Run 1, power grid:
Bar = 20 µm. Pins as bars on the die edge.
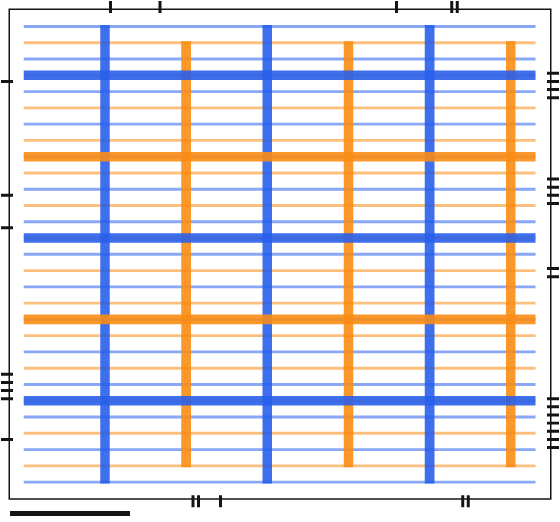
Run 1, cells coloured by class:
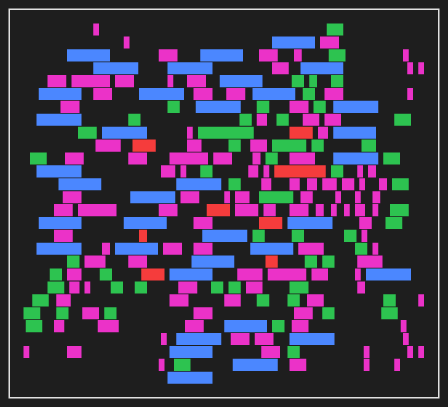
Run 1, clock distribution:
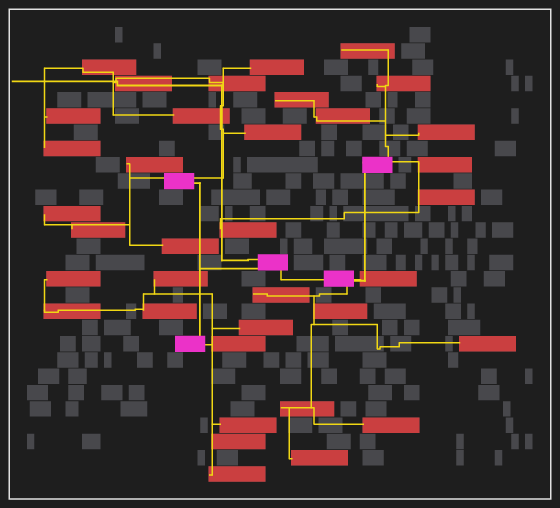
$ cat config.mk
export PLATFORM = sky130hd
export DESIGN_NAME = seq_fsm_gen
export DESIGN_NICKNAME = d
export VERILOG_FILES = /design/src/rtl/seq_fsm_gen.sv
export SDC_FILE = /design/constraint.sdc
export NUM_CORES = 1
export LEC_CHECK = 0
export CAP_MARGIN = 25
export CELL_PAD_IN_SITES_DETAIL_PLACEMENT = 1
export CELL_PAD_IN_SITES_GLOBAL_PLACEMENT = 2
export CORE_ASPECT_RATIO = 0.9
export CORE_MARGIN = 2
export CORE_UTILIZATION = 30
export CTS_BUF_LIST = sky130_fd_sc_hd__clkbuf_4 sky130_fd_sc_hd__clkbuf_8
export CTS_CLUSTER_SIZE = 16
export DETAILED_ROUTE_END_ITERATION = 12
export GPL_ROUTABILITY_DRIVEN = 1
export PLACE_DENSITY_LB_ADDON = 0.15
export SKIP_LAST_GASP = 1
export SYNTH_ARGS = -nofsm -noshare
export SYNTH_HDL_FRONTEND = slang
export SYNTH_SLANG_ARGS = --single-unit
$ cat constraint.sdc
create_clock -name clk -period 1.9 [get_ports clk]
set_input_delay 0.38 -clock clk [delete_from_list [all_inputs] [get_ports clk]]
set_output_delay 0.38 -clock clk [all_outputs]
set_load 0.01 [all_outputs]
$ cat src/rtl/seq_fsm_gen.sv
// Table-driven Moore sequence generator with run-time writable next-state/output tables.
// Optional transition counter on step_cnt when SEQ_STEP_CNT_EN is defined.
module seq_fsm_gen #(
  parameter int NUM_STATES  = 8,
  parameter int OUT_W       = 1,
  parameter int START_STATE = 0,
  localparam int STATE_W    = $clog2(NUM_STATES)
) (
  input  logic               clk,
  input  logic               reset_n,
  input  logic               en,
  input  logic               restart,
  input  logic               cfg_we,
  input  logic [STATE_W-1:0] cfg_addr,
  input  logic [STATE_W-1:0] cfg_next,
  input  logic [OUT_W-1:0]   cfg_out,
  output logic [STATE_W-1:0] state,
  output logic [OUT_W-1:0]   y,
  output logic               cycle_done,
  output logic               stuck,
  output logic               err,
  output logic [15:0]        step_cnt
);

  localparam logic [STATE_W-1:0] START_IDX = STATE_W'(START_STATE);
  localparam logic [STATE_W-1:0] LAST_IDX  = STATE_W'(NUM_STATES - 1);
  localparam bit                 FULL_MAP  = ((1 << STATE_W) == NUM_STATES);

  // Handshake: none. cfg_we writes are always accepted, one entry per cycle,
  // and en/restart are level controls sampled on every rising clk edge.

  logic [STATE_W-1:0] next_tbl [NUM_STATES];
  logic [OUT_W-1:0]   out_tbl  [NUM_STATES];

  logic [STATE_W-1:0] cur_next;
  logic [STATE_W-1:0] state_d;
  logic               done_d;
  logic               err_d;
  logic               adv;
  logic               next_ok;
  logic               addr_ok;

  assign cur_next = next_tbl[state];
  assign y        = out_tbl[state];
  assign stuck    = (cur_next == state);
  assign adv      = en && !restart;

  // With a power-of-2 state count every encodable index is a real state.
  if (FULL_MAP) begin : g_full
    assign next_ok = 1'b1;
    assign addr_ok = 1'b1;
  end else begin : g_part
    assign next_ok = (cur_next <= LAST_IDX);
    assign addr_ok = (cfg_addr <= LAST_IDX);
  end

  always_ff @(posedge clk or negedge reset_n) begin
    if (!reset_n) begin
      state      <= START_IDX;
      cycle_done <= 1'b0;
      err        <= 1'b0;
    end else begin
      state      <= state_d;
      cycle_done <= done_d;
      err        <= err_d;
    end
  end

  always_comb begin
    state_d = state;
    done_d  = 1'b0;
    err_d   = err;
    if (restart) begin
      state_d = START_IDX;
    end else if (adv) begin
      if (!next_ok) begin
        // Out-of-range entry: recover to the start state and latch the error.
        state_d = START_IDX;
        err_d   = 1'b1;
      end else begin
        state_d = cur_next;
        done_d  = (cur_next == START_IDX) && (state != START_IDX);
      end
    end
  end

  // Tables reload their identity-step defaults on every reset.
  always_ff @(posedge clk or negedge reset_n) begin
    if (!reset_n) begin
      for (int i = 0; i < NUM_STATES; i++) begin
        next_tbl[i] <= STATE_W'((i + 1) % NUM_STATES);
        out_tbl[i]  <= OUT_W'(i);
      end
    end else if (cfg_we && addr_ok) begin
      next_tbl[cfg_addr] <= cfg_next;
      out_tbl[cfg_addr]  <= cfg_out;
    end
  end

`ifdef SEQ_STEP_CNT_EN
  logic [15:0] cnt_q;

  always_ff @(posedge clk or negedge reset_n) begin
    if (!reset_n) begin
      cnt_q <= 16'h0000;
    end else if (adv && (cnt_q != 16'hFFFF)) begin
      cnt_q <= cnt_q + 16'd1;
    end
  end

  assign step_cnt = cnt_q;
`else
  assign step_cnt = 16'h0000;
`endif

endmodule

==> impl_metrics.py, run 1 <==
# Physical implementation metrics
metrics = {
    "layout": {
        "multi_input_comb_cells": 114,
        "ff_count": 36,
        "flop_area_um2": 925,
        "reg.largest.list": "next_tbl: 24 flops, out_tbl: 8 flops, state: 3 flops",
        "dominant_cells": "combinational gates",
        "clkbuf_count": 5,
        "comb_share": 0.370,
        "regMostFlops": "next_tbl",
        "largest_reg_flops": 24,
        "fillers": 730,
        "fin_nets": 229,
        "signal_buffers": 57,
        "final_util": 0.409,
        "logic_area_um2": 986,
        "inverters_excl_clock": 3,
        "layout-drive-gt1-share": 0.532,
        "finalNonFillerCells": 308,
    },
    "setup_path": {
        "cp-start-kind": "register",
        "critical-path-max-stage-delay_ns": 0.47,
        "worst-r2r-cell-count": 7,
        "critical_path.top_delay_family": "multiplexers",
        "crit_chain": "mux2_4 -> mux4_2 -> and3_4 -> buf_6",
        "worstSetupStartpoint": "state[1]",
        "path_buffers": 1,
        "worstPathArrival_ns": 1.83,
        "required_ns": 1.52,
        "crit_fanout": 4,
        "crit_end": "stuck",
        "rrSetupSlack_ns": 0.15,
        "critical_path_class": "reg2out",
        "end_kind": "primary output",
    },
    "power_and_ir_drop": {
        "p_per_area_nw_per_um2": 1040,
        "netSwitchingFraction": 0.293,
        "p_comb_frac": 0.347,
        "p_leak_nw": 1.11,
        "pg_comb_w": 0.000958,
        "seq_power_w": 0.00110,
        "p_total_w": 0.00276,
        "pwr-share-seq": 0.399,
        "power.switching_w": 0.000810,
    },
    "grt": {
        "grt_pass1_wl_um": 8960,
        "grt.total_usage": 0.163,
        "grt_max_degree": 37,
        "grt_pass1_vias": 1638,
        "grt_util_met1": 0.205,
        "grt_use_met2": 0.277,
    },
    "sta": {
        "rsz0062_at_grt": "yes",
        "worst_hold_slack_ns": 0.503,
        "hold_viol": 0,
        "post-route-period-util": 1.16,
        "setup_viol": 2,
        "setup_slack_ns": -0.306,
        "timing.fmax_ghz": 0.453,
    },
    "logic_synthesis": {
        "syn_avg_cell_area_um2": 12.6,
        "ys_sh_mux": 0.293,
        "async_flop_share": 1.00,
        "ys_sh_simple": 0.0990,
        "top_cell_area_share": 0.249,
        "largest_area_cell": "dfrtp_1",
        "top_cell": "mux2_2",
        "ff_type": "dfrtp_1",
        "topCellsByArea": "dfrtp_1 25%, dfstp_2 21%, mux2_2 18%, buf_4 7.1%, mux2i_1 5.0%",
        "xor_share": 0,
        "compound_area_frac": 0.0560,
        "synth-area-yosys_um2": 2010,
        "synth_warnings": 0,
        "yosys-stat-cells": 160,
        "topCombFamilyByArea": "multiplexers",
        "adder_share": 0,
        "netlist_area_um2": 2010,
    },
    "placed_design": {
        "io_buffers": 17,
        "place_congestion": 0.819,
        "dp_hpwl_um": 3930,
        "place_ws_ns": -0.382,
        "place_inst": 293,
    },
    "status": {
        "violations": "negative setup slack",
        "status": "finished with violations",
    },
    "die": {
        "die_area_um2": 7370,
        "taps": 90,
        "io_pins": 35,
    },
    "clocking": {
        "cts_tree": "built",
        "cts_made_buffers": 5,
        "clkTransAtPathRegs_ns": 0.08,
        "clkSinkCount": 36,
        "cts_setup_buffers": 2,
        "cts_hold_buf": 0,
        "max-clock-path-buffers": 2,
    },
    "detailed_routing": {
        "drc": 0,
        "routed_wl_um": 5460,
        "met2_length_um": 2680,
        "routed.top_layer": "met4",
        "drtPass1Iterations": 4,
        "via_count": 1455,
        "met3_length_um": 200,
    },
    "worst_hold_path": {
        "hold_path_class": "in2async",
    },
    "job": {
        "maxCapViolCount": 0,
    },
}
-- 'power grid' (at the start) --
Orange marks VDD. Blue marks VSS.
5 straps on met5. 35 signal pins sit on the boundary. 6 straps on met4. The core has 28 rows. 29 met1 rails follow the rows.
die width: 90.3 µm
core box area: 6520 µm²
die y size: 81.6 µm
Worst VDD drop: 0.331 mV

-- 'cells coloured by class' (at the start) --
Blue marks flops, cells 36. Green marks other buffers and delay cells, cells 57. Red marks clock drivers and dummy loads, cells 8. Magenta marks combinational and other logic, cells 117.
Std-Cell Rows: 28
Seq/total area: 0.347
fin area: 2670 µm²

-- 'clock distribution' (at the start) --
Yellow marks clock wires, length 581 µm. Magenta marks clock drivers, count 5. Red marks flip-flops, count 36.
There are 6 routed clock nets. Position of the flops: widely spread.
Clock Skew: 0.0125 ns
clk_lat worst skew: 0.30 ns
Clock Power Share: 0.254
P_clk: 0.000702 W

Run 1, congestion heat map:
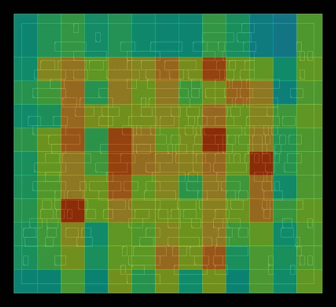

==> run 2, diff against run 1 <==
--- a/config.mk
+++ b/config.mk
@@ -16,6 +16,7 @@
 export DETAILED_ROUTE_END_ITERATION = 12
 export GPL_ROUTABILITY_DRIVEN = 1
 export PLACE_DENSITY_LB_ADDON = 0.15
+export SETUP_SLACK_MARGIN = 0.1
 export SKIP_LAST_GASP = 1
 export SYNTH_ARGS = -nofsm -noshare
 export SYNTH_HDL_FRONTEND = slang
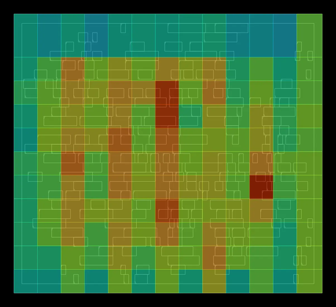
Run 2: congestion heat map
met3 Use GR: 0.0339
met2 Usage GRT: 0.254
DR WL/cell: 16.5 µm
GRT Util Overall: 0.151
Global Route met1 Usage: 0.190

==> impl_metrics.py, run 2 <==
# Physical implementation metrics
metrics = {
    "status": {
        "status": "finished with violations",
        "violations": "negative setup slack",
    },
    "detailed_routing": {
        "drc": 0,
        "post_drt_via_cell_ratio": 4.60,
        "drtPass1Iterations": 4,
        "met2_length_um": 2410,
        "met3_length_um": 204,
        "routed.top_layer": "met4",
        "routed_wl_um": 5040,
        "via_count": 1408,
        "drt-met1-wl_um": 2330,
    },
    "setup_path": {
        "cp-start-kind": "register",
        "rrSetupSlack_ns": 0.19,
        "worstSetupStartpoint": "state[1]",
        "crit_fanout": 8,
        "critical_path_class": "reg2out",
        "crit_end": "stuck",
        "worst-r2r-cell-count": 6,
        "path_buffers": 1,
        "cpMaxStageDelayCell": "dfrtp_2",
        "r2r-start": "state[0]",
        "critical-path-max-stage-delay_ns": 0.48,
        "crit_chain": "mux2_4 -> mux4_2 -> and3_4 -> buf_6",
        "end_kind": "primary output",
        "required_ns": 1.52,
        "r2r-end": "cycle_done",
        "worstPathArrival_ns": 1.84,
        "critical_path.top_delay_family": "multiplexers",
    },
    "logic_synthesis": {
        "netlist_area_um2": 2010,
        "top_cell_area_share": 0.249,
        "topCellsByArea": "dfrtp_1 25%, dfstp_2 21%, mux2_2 18%, buf_4 7.1%, mux2i_1 5.0%",
        "synthTopCellsByCount": "33 x mux2_2, 20 x dfrtp_1, 19 x buf_4",
        "adder_share": 0,
        "xor_share": 0,
        "top_cell": "mux2_2",
        "compound_area_frac": 0.0560,
        "largest_area_cell": "dfrtp_1",
        "synth_warnings": 0,
        "syn_avg_cell_area_um2": 12.6,
        "ys_types": 36,
        "ys_sh_simple": 0.0990,
        "ff_type": "dfrtp_1",
        "yosys-stat-cells": 160,
        "topCombFamilyByArea": "multiplexers",
        "async_flop_share": 1.00,
        "ys_sh_mux": 0.293,
        "synth_flops": 36,
        "synth-area-yosys_um2": 2010,
    },
    "layout": {
        "dominant_cells": "combinational gates",
        "clkbuf_count": 6,
        "inverters_excl_clock": 3,
        "ff_count": 36,
        "seq_area_frac": 0.351,
        "finalNonFillerCells": 306,
        "reg.largest.list": "next_tbl: 24 flops, out_tbl: 8 flops, state: 3 flops",
        "multi_input_comb_cells": 114,
        "regMostFlops": "next_tbl",
        "signal_buffers": 55,
        "layout_top_cell": "buf_4",
        "area_growth_pct": 30.9,
        "flop_area_um2": 923,
        "final_area_um2": 2630,
        "bufAreaShareNonClock": 0.182,
        "diodes": 0,
        "layout-drive-gt1-share": 0.528,
        "fin_nets": 227,
        "final_util": 0.404,
        "fillers": 731,
        "largest_reg_flops": 24,
        "logic_area_um2": 995,
        "comb_share": 0.378,
    },
    "sta": {
        "setup_viol": 2,
        "timing.fmax_ghz": 0.450,
        "rsz0062_at_grt": "yes",
        "hold_viol": 0,
        "setup_slack_ns": -0.321,
        "worst_hold_slack_ns": 0.498,
        "post-route-period-util": 1.17,
    },
    "placed_design": {
        "place_ws_ns": -0.417,
        "dp_hpwl_um": 3940,
        "place_inst": 297,
        "place_congestion": 0.762,
        "io_buffers": 17,
    },
    "die": {
        "io_pins": 35,
        "die_area_um2": 7370,
        "core.rowCount": 28,
        "die_height_um": 81.6,
        "fp-utilization": 0.308,
        "taps": 90,
        "die_w_um": 90.3,
        "core-area_um2": 6520,
    },
    "power_and_ir_drop": {
        "p_comb_frac": 0.332,
        "ir_drop_mv": 0.384,
        "p_per_area_nw_per_um2": 1020,
        "p_total_w": 0.00269,
        "seq_power_w": 0.00111,
        "netSwitchingFraction": 0.285,
        "pg_comb_w": 0.000892,
        "p_leak_nw": 1.10,
        "power.switching_w": 0.000766,
        "pwr-share-seq": 0.412,
        "power_clock_w": 0.000687,
        "power-top-group": "sequential cells",
    },
    "grt": {
        "grt_pass1_wl_um": 8340,
        "gr-total-overflow": 0,
        "grt_max_degree": 37,
        "grt-busiest-layer": "met2",
        "grt_pass1_vias": 1556,
    },
    "worst_hold_path": {
        "hold_path_class": "in2async",
    },
    "job": {
        "maxCapViolCount": 0,
        "warnings": 29,
    },
    "clocking": {
        "max-clock-path-buffers": 2,
        "cts_tree": "built",
        "clkSinkCount": 36,
        "cts_made_buffers": 5,
        "clkTransAtPathRegs_ns": 0.08,
        "cts_setup_buffers": 1,
        "cts_hold_buf": 0,
        "clock_latency_ns": 0.30,
        "cts_repair_resize_count": 18,
    },
}
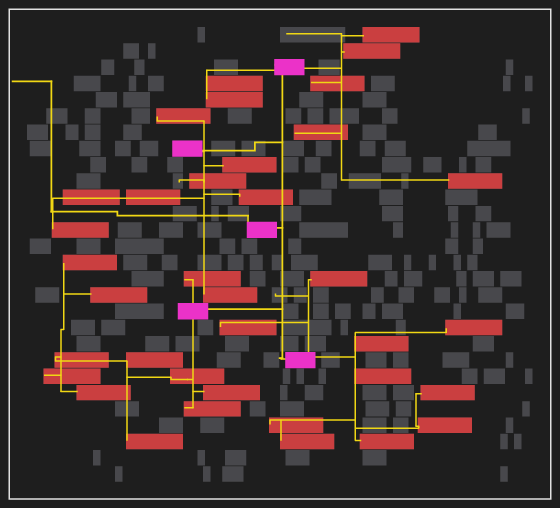
Run 2: clock distribution
Yellow marks clock wires, length 546 µm. Magenta marks clock drivers, count 5. Red marks flip-flops, count 36.
There are 6 routed clock nets.
Clock Skew: 0.0101 ns
Clock Power Share: 0.256

Power is estimated from default activity; no workload was simulated.
